File: config.mk
export PLATFORM = sky130hd
export DESIGN_NAME = lcd_show_time_flat
export DESIGN_NICKNAME = d
export VERILOG_FILES = /design/src/rtl/lcd_clock_pkg.sv /design/src/rtl/lcd_show_time_if.sv /design/src/rtl/bin2dec_2d.sv /design/src/rtl/lcd_show_time.sv /design/src/flat_wrapper.sv
export SDC_FILE = /design/constraint.sdc
export NUM_CORES = 1
export LEC_CHECK = 0
export ABC_AREA = 0
export CAP_MARGIN = 20
export CORE_MARGIN = 4
export CORE_UTILIZATION = 55
export CTS_BUF_LIST = sky130_fd_sc_hd__clkbuf_8
export DETAILED_ROUTE_END_ITERATION = 12
export PLACE_DENSITY_LB_ADDON = 0.08
export SLEW_MARGIN = 5
export SYNTH_ARGS = -nofsm -noshare
export SYNTH_HDL_FRONTEND = slang
export SYNTH_SLANG_ARGS = --single-unit
File: constraint.sdc
create_clock -name sys_clk -period 2.1 [get_ports sys_clk]
set_clock_uncertainty 0.05 [all_clocks]
set_input_delay 0.63 -clock sys_clk [delete_from_list [all_inputs] [get_ports sys_clk]]
set_output_delay 0.63 -clock sys_clk [all_outputs]
set_load 0.02 [all_outputs]
File: src/rtl/lcd_clock_pkg.sv
// Shared constants for the lcd_show_time sequencer.
//   - Font indices (ASCII code minus 0x20) for space, dash, digit 0 and colon.
//   - Character pitches for the 12x6 and 16x8 fonts.
//   - Sequencer FSM state encoding and the number of characters per frame.
package lcd_clock_pkg;

  localparam logic [6:0] FONT_SPACE  = 7'd0;
  localparam logic [6:0] FONT_DASH   = 7'd13;
  localparam logic [6:0] FONT_DIGIT0 = 7'd16;
  localparam logic [6:0] FONT_COLON  = 7'd26;

  localparam logic [8:0] PITCH_SMALL = 9'd6;
  localparam logic [8:0] PITCH_LARGE = 9'd8;

  localparam int unsigned CHAR_NUM = 8;

  typedef enum logic [2:0] {
    StIdle,
    StLoad,
    StIssue,
    StWait,
    StNext,
    StFdone
  } state_e;

  function automatic logic [6:0] digit_font(logic [3:0] d);
    return FONT_DIGIT0 + {3'b000, d};
  endfunction

endpackage

File: src/rtl/lcd_show_time_if.sv
// Handshake bus between the time sequencer (master) and the lcd_show_char
// renderer (slave).
//   show_char_flag : single-cycle start pulse to the renderer
//   ascii_num      : font index of the character to draw
//   start_x/start_y: top-left pixel of the character
//   en_size        : font select (1 = 16x8, 0 = 12x6)
//   show_char_done : single-cycle completion pulse from the renderer
interface lcd_show_time_if;
  logic       show_char_flag;
  logic [6:0] ascii_num;
  logic [8:0] start_x;
  logic [8:0] start_y;
  logic       en_size;
  logic       show_char_done;

  modport master (
    output show_char_flag,
    output ascii_num,
    output start_x,
    output start_y,
    output en_size,
    input  show_char_done
  );

  modport slave (
    input  show_char_flag,
    input  ascii_num,
    input  start_x,
    input  start_y,
    input  en_size,
    output show_char_done
  );
endinterface

File: src/rtl/bin2dec_2d.sv
// Combinational two-digit binary-to-decimal splitter.
//   bin_i  : binary value, 0..127
//   tens_o : decimal tens digit
//   ones_o : decimal ones digit
//   oor_o  : high when bin_i exceeds MAX (digits are then meaningless)
module bin2dec_2d #(
  parameter int unsigned MAX = 59
) (
  input  logic [6:0] bin_i,
  output logic [3:0] tens_o,
  output logic [3:0] ones_o,
  output logic       oor_o
);

  always_comb begin
    tens_o = 4'(bin_i / 7'd10);
    ones_o = 4'(bin_i % 7'd10);
    oor_o  = 32'(bin_i) > MAX;
  end

endmodule

File: src/rtl/lcd_show_time.sv
// Sequencer that draws the current time as "HH:MM:SS" through lcd_show_char.
// A refresh request snapshots hour/minute/second into an 8-character buffer,
// then issues one character at a time, waiting for the renderer's done pulse
// between characters. Requests arriving mid-frame merge into a 1-deep pending
// flag that triggers exactly one further frame.
//   sys_clk, sys_rst      : clock, asynchronous active-high reset
//   refresh_req           : single-cycle redraw request
//   hour, minute, second  : binary time fields
//   lcd                   : renderer handshake bus (master side)
//   busy                  : high from LOAD through FDONE
//   frame_done            : single-cycle pulse when the frame is complete
// Optional feature: define LCD_CLOCK_BLINK_COLON_EN to blank both colons
// whenever the snapshotted second is odd.
module lcd_show_time
  import lcd_clock_pkg::*;
#(
  parameter logic [8:0] X0         = 9'd16,
  parameter logic [8:0] Y0         = 9'd56,
  parameter bit         FONT_LARGE = 1'b1
) (
  input  logic            sys_clk,
  input  logic            sys_rst,
  input  logic            refresh_req,
  input  logic [4:0]      hour,
  input  logic [5:0]      minute,
  input  logic [5:0]      second,
  lcd_show_time_if.master lcd,
  output logic            busy,
  output logic            frame_done
);

  localparam logic [8:0] Pitch   = FONT_LARGE ? PITCH_LARGE : PITCH_SMALL;
  localparam logic [2:0] LastIdx = 3'(CHAR_NUM - 1);

  state_e     state_q, state_d;
  logic       pending_q, pending_d;
  logic [2:0] idx_q;
  logic [6:0] ascii_q;
  logic [8:0] x_q, y_q;
  logic [6:0] char_q   [CHAR_NUM];
  logic [6:0] char_new [CHAR_NUM];
  logic [6:0] colon;

  logic [3:0] hour_t, hour_o, min_t, min_o, sec_t, sec_o;
  logic       hour_oor, min_oor, sec_oor;

  bin2dec_2d #(.MAX(23)) u_hour (
    .bin_i  ({2'b00, hour}),
    .tens_o (hour_t),
    .ones_o (hour_o),
    .oor_o  (hour_oor)
  );

  bin2dec_2d #(.MAX(59)) u_minute (
    .bin_i  ({1'b0, minute}),
    .tens_o (min_t),
    .ones_o (min_o),
    .oor_o  (min_oor)
  );

  bin2dec_2d #(.MAX(59)) u_second (
    .bin_i  ({1'b0, second}),
    .tens_o (sec_t),
    .ones_o (sec_o),
    .oor_o  (sec_oor)
  );

  // Character buffer as it would be captured this cycle; only latched in LOAD.
  always_comb begin
    colon = FONT_COLON;
`ifdef LCD_CLOCK_BLINK_COLON_EN
    if (second[0]) colon = FONT_SPACE;
`endif
    char_new[0] = hour_oor ? FONT_DASH : digit_font(hour_t);
    char_new[1] = hour_oor ? FONT_DASH : digit_font(hour_o);
    char_new[2] = colon;
    char_new[3] = min_oor  ? FONT_DASH : digit_font(min_t);
    char_new[4] = min_oor  ? FONT_DASH : digit_font(min_o);
    char_new[5] = colon;
    char_new[6] = sec_oor  ? FONT_DASH : digit_font(sec_t);
    char_new[7] = sec_oor  ? FONT_DASH : digit_font(sec_o);
  end

  always_comb begin
    state_d            = state_q;
    pending_d          = pending_q;
    busy               = 1'b1;
    frame_done         = 1'b0;
    lcd.show_char_flag = 1'b0;
    unique case (state_q)
      StIdle: begin
        busy = 1'b0;
        if (refresh_req || pending_q) begin
          state_d   = StLoad;
          pending_d = 1'b0;
        end
      end
      StLoad:  state_d = StIssue;
      StIssue: begin
        lcd.show_char_flag = 1'b1;
        state_d            = StWait;
      end
      StWait:  if (lcd.show_char_done) state_d = StNext;
      // The extra NEXT cycle lets the renderer settle back to idle.
      StNext:  state_d = (idx_q == LastIdx) ? StFdone : StIssue;
      StFdone: begin
        frame_done = 1'b1;
        state_d    = StIdle;
      end
      default: state_d = StIdle;
    endcase
    // A frame in progress is never restarted; the request is remembered.
    if (refresh_req && (state_q != StIdle)) pending_d = 1'b1;
  end

  always_ff @(posedge sys_clk or posedge sys_rst) begin
    if (sys_rst) begin
      state_q   <= StIdle;
      pending_q <= 1'b0;
    end else begin
      state_q   <= state_d;
      pending_q <= pending_d;
    end
  end

  // Coordinates and index are loaded ahead of ISSUE so they are valid with
  // the start pulse and held for the renderer's whole operation.
  always_ff @(posedge sys_clk or posedge sys_rst) begin
    if (sys_rst) begin
      idx_q   <= '0;
      ascii_q <= '0;
      x_q     <= '0;
      y_q     <= '0;
      for (int unsigned i = 0; i < CHAR_NUM; i++) char_q[i] <= '0;
    end else if (state_q == StLoad) begin
      char_q  <= char_new;
      idx_q   <= '0;
      ascii_q <= char_new[0];
      x_q     <= X0;
      y_q     <= Y0;
    end else if ((state_q == StNext) && (idx_q != LastIdx)) begin
      idx_q   <= idx_q + 3'd1;
      ascii_q <= char_q[idx_q + 3'd1];
      x_q     <= x_q + Pitch;  // 9-bit wrap is intended
    end
  end

  assign lcd.ascii_num = ascii_q;
  assign lcd.start_x   = x_q;
  assign lcd.start_y   = y_q;
  assign lcd.en_size   = FONT_LARGE;

endmodule
File: src/flat_wrapper.sv
// flat-port wrapper written by rule: the top's interface ports become plain ports
module lcd_show_time_flat import lcd_clock_pkg::*;
#(
  parameter logic [8:0] X0         = 9'd16,
  parameter logic [8:0] Y0         = 9'd56,
  parameter bit         FONT_LARGE = 1'b1
)
  (sys_clk, sys_rst, refresh_req, hour, minute, second, busy, frame_done, lcd_show_char_flag, lcd_ascii_num, lcd_start_x, lcd_start_y, lcd_en_size, lcd_show_char_done);
  lcd_show_time_if lcd_i ();
  input  logic sys_clk;
  input  logic sys_rst;
  input  logic refresh_req;
  input  logic [4:0] hour;
  input  logic [5:0] minute;
  input  logic [5:0] second;
  output logic busy;
  output logic frame_done;
  output wire logic [$bits(lcd_i.show_char_flag)-1:0] lcd_show_char_flag;
  output wire logic [$bits(lcd_i.ascii_num)-1:0] lcd_ascii_num;
  output wire logic [$bits(lcd_i.start_x)-1:0] lcd_start_x;
  output wire logic [$bits(lcd_i.start_y)-1:0] lcd_start_y;
  output wire logic [$bits(lcd_i.en_size)-1:0] lcd_en_size;
  input wire logic [$bits(lcd_i.show_char_done)-1:0] lcd_show_char_done;
  assign lcd_show_char_flag = lcd_i.show_char_flag;
  assign lcd_ascii_num = lcd_i.ascii_num;
  assign lcd_start_x = lcd_i.start_x;
  assign lcd_start_y = lcd_i.start_y;
  assign lcd_en_size = lcd_i.en_size;
  assign lcd_i.show_char_done = lcd_show_char_done;
  lcd_show_time #(.X0(X0), .Y0(Y0), .FONT_LARGE(FONT_LARGE)) u_core (.sys_clk(sys_clk), .sys_rst(sys_rst), .refresh_req(refresh_req), .hour(hour), .minute(minute), .second(second), .lcd(lcd_i), .busy(busy), .frame_done(frame_done));
endmodule
Run 1, clock distribution:
Drawn at 8 px/µm.
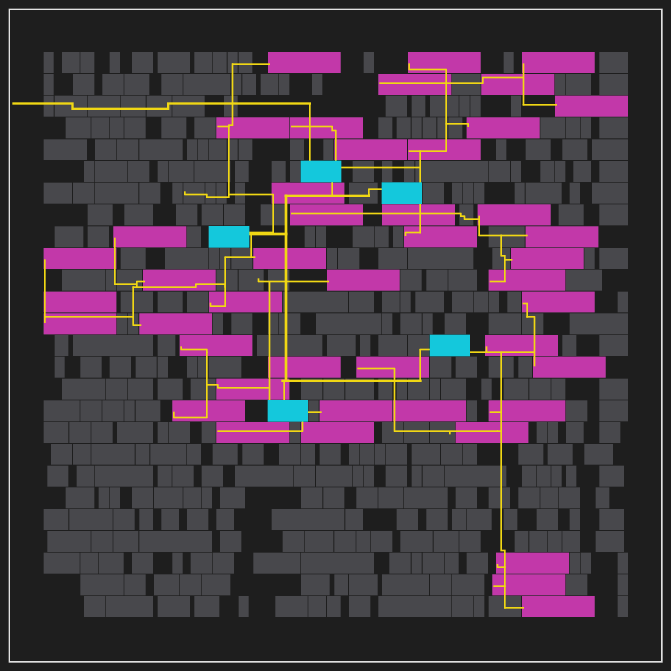
[cells driving clock nets] cyan | count: 5
[flip-flops] magenta | count: 45
[clock wires] yellow | length: 509 µm
routed clock nets: 6
P_clk: 557 µW
clk latency late pin: 300 ps
Clk pwr share: 13.1%

Run 1, local utilization:
Drawn at 3 px/µm. The die is cut into 8 by 8 equal tiles; black is low, pale yellow is high, 0 to 100% covered.
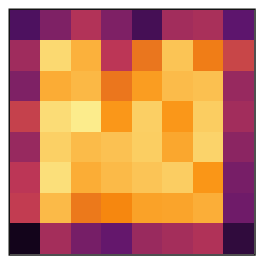
fullest tile: 96%
tiles over 75% full: 47%
mean over tiles: 62%
densest ninth of the die: center
Starting Density: 57.3%
core area: 5170 µm²
Final Util: 81.6%

Run 1, zoomed window:
Region (28, 28) to (53, 53) µm. Cells in gray, sequential cells in the stronger gray; small squares are vias.
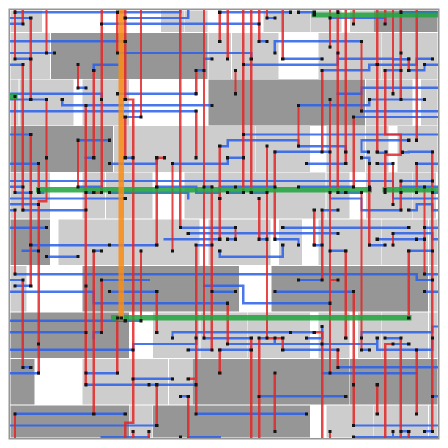
[met3] green
[met1] blue
[met2] red
[met4] orange
most frequent: dfrtp_1 (10), buf_4 (6), nand2_1 (5)
sequential cells in the window: 10
netlist names of flops here include: u_core.char_q (9), u_core.lcd.ascii_num (1)
cells with their middle in the window: 45

Run 1, placed cells, one color a class:
Drawn at 4 px/µm. Fill, decap, tap and diode cells in gray.
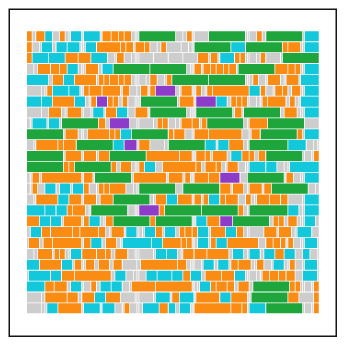
[all other logic] orange | cells: 261 | share of their area: 46%
[other buffers and delay cells] cyan | cells: 115 | share of their area: 24%
[flops] green | cells: 45 | share of their area: 27%
[clock drivers and dummy loads] purple | cells: 8 | share of their area: 2.3%
cell area after layout: 4220 µm²
Seq area share: 26.7%
row cnt: 26

==> results.txt, run 1 <==
flow finished, numbers: routed wl met2 3960 µm, M1 WL 3080 µm, initial antenna violation count 0, Comb area share a little over two fifths, yosys aoi share approximately a fifth, DRT antenna net count 0, # DRC 0, clk slew on worst S/H paths 90 ps, Buffers, non-clock 115, Worst Slack Setup Final -202 ps, leading area contributor after synthesis dfrtp_1, tap cell count 70, nets@finish roughly 460, PwrDens approximately 1000 nW/µm², CTS sink count 45, layout clock buffer count 5, failing checks negative setup slack, cts bufs inserted 5, sequential share of power approximately 34%, Max VDD drop 0.669 mV, die area 6620 µm², fmax 0.434 GHz, largest family of logic cells by area AND-OR/OR-AND gates, largest net degree at the start of global routing 46, total grt overflow 0, status finished, violations left, period utilisation layout 110%, Hold Path Stages 1, final setup fails 10, top cells by count, synth dfrtp_1, nor2_1, nand2_1, Bufs on Longest Clock Path 2, worst r2r src u_core.idx_q[0]$_DFFE_PP0N_, WHS 434 ps
-- run 1: state kept, by name, summed over array words and instances, names as in the netlist --
name                  cells
u_core.pending_q          1
u_core.idx_q              3
u_core.lcd.start_x        6
u_core.char_q            27
u_core.state_q            3
u_core.lcd.ascii_num      5
-- run 1: power by group through the flow --
stage                     combinational (mW)  sequential [mW]  clock (mW)
after floorplan                         1.35             1.47           0
after global placement                  2.04             1.45           0
after detailed placement                2.11             1.46           0
after CTS                               2.16             1.45       0.571
after global routing                    2.47             1.50       0.591
final                                   2.23             1.46       0.557
-- run 1: worst max-delay path, stage by stage --
cell      delay (ps)
buf_12           110
inv_12            50
ha_4             110
and4bb_2         280
nor2_4            50
xnor2_2          170
ha_2             210
a21oi_2           50
or3_4            370
o31ai_4          100
mux2i_1          220
o22a_1           130
==> run 2: changes to the inputs <==
Settings changed: CELL_PAD_IN_SITES_DETAIL_PLACEMENT from default to 1, CELL_PAD_IN_SITES_GLOBAL_PLACEMENT from default to 1, CORE_UTILIZATION 55 to 42.
==> results.txt, run 2 <==
flow finished, numbers: status finished, violations left, failing checks negative setup slack, Hold Path Stages 1, largest net degree at the start of global routing 46, Buffers, non-clock 129, clk latency late pin 300 ps, max reg flops 27, nets@finish 473, Final Util 65.0%, Max VDD drop 0.395 mV, Worst Slack Setup Final -287 ps, Seq area share 25.4%, cell area after layout 4440 µm², P_clk 532 µW, period utilisation layout 114%, core area 6830 µm², final setup fails 12, highest-power group combinational logic, initial antenna violation count 0, fmax between 0.4 and 0.5 GHz, CP max stage delay 380 ps
-- run 2: logic make-up (layout without fill, tap and decap cells) --
group	after synthesis	count (layout)	synth area share, %
AOI/OAI and AO/OA	94	94	21.0
xor gates and xnor gates	12	12	3.55
adders and majority gates	10	10	4.22
buffers and inverters	49	149	9.25
DFF	45	45	38.0
muxes	17	17	7.65
other	2	12	0.254
and+or+nand+nor	104	104	16.1
-- run 2: per-layer routing --
layer  track usage (%)  routed length [µm]  vias up
li1                  -                   -     1364
met1              28.0                3910     1433
met2              44.2                5320       78
met3              3.20                 372       23
met4              7.92                 288        0
met5                 0                   0        -
-- run 2: timing repair --
action                                  4_1_cts  5_1_grt
setup buffers                                16        9
resized                                      79       36
hold buffers                                  0        0
pin swaps                                    36       28
endpoints found under the setup margin       27       19
gates cloned                                  0        0
Run 2, placed cells, one color a class:
Drawn at 4 px/µm. Fill, decap, tap and diode cells in gray.
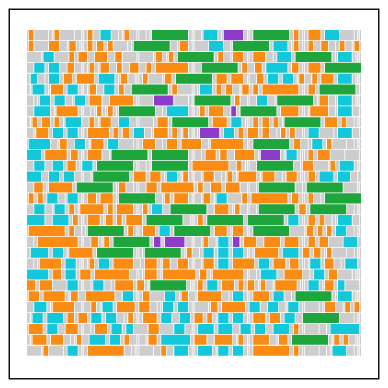
[clock drivers and dummy loads] purple | cells: 8 | share of their area: 1.9%
[all other logic] orange | cells: 261 | share of their area: 46%
[flops] green | cells: 45 | share of their area: 26%
[other buffers and delay cells] cyan | cells: 129 | share of their area: 26%

Power figures rest on the tool's default switching activity, not on a simulated workload.
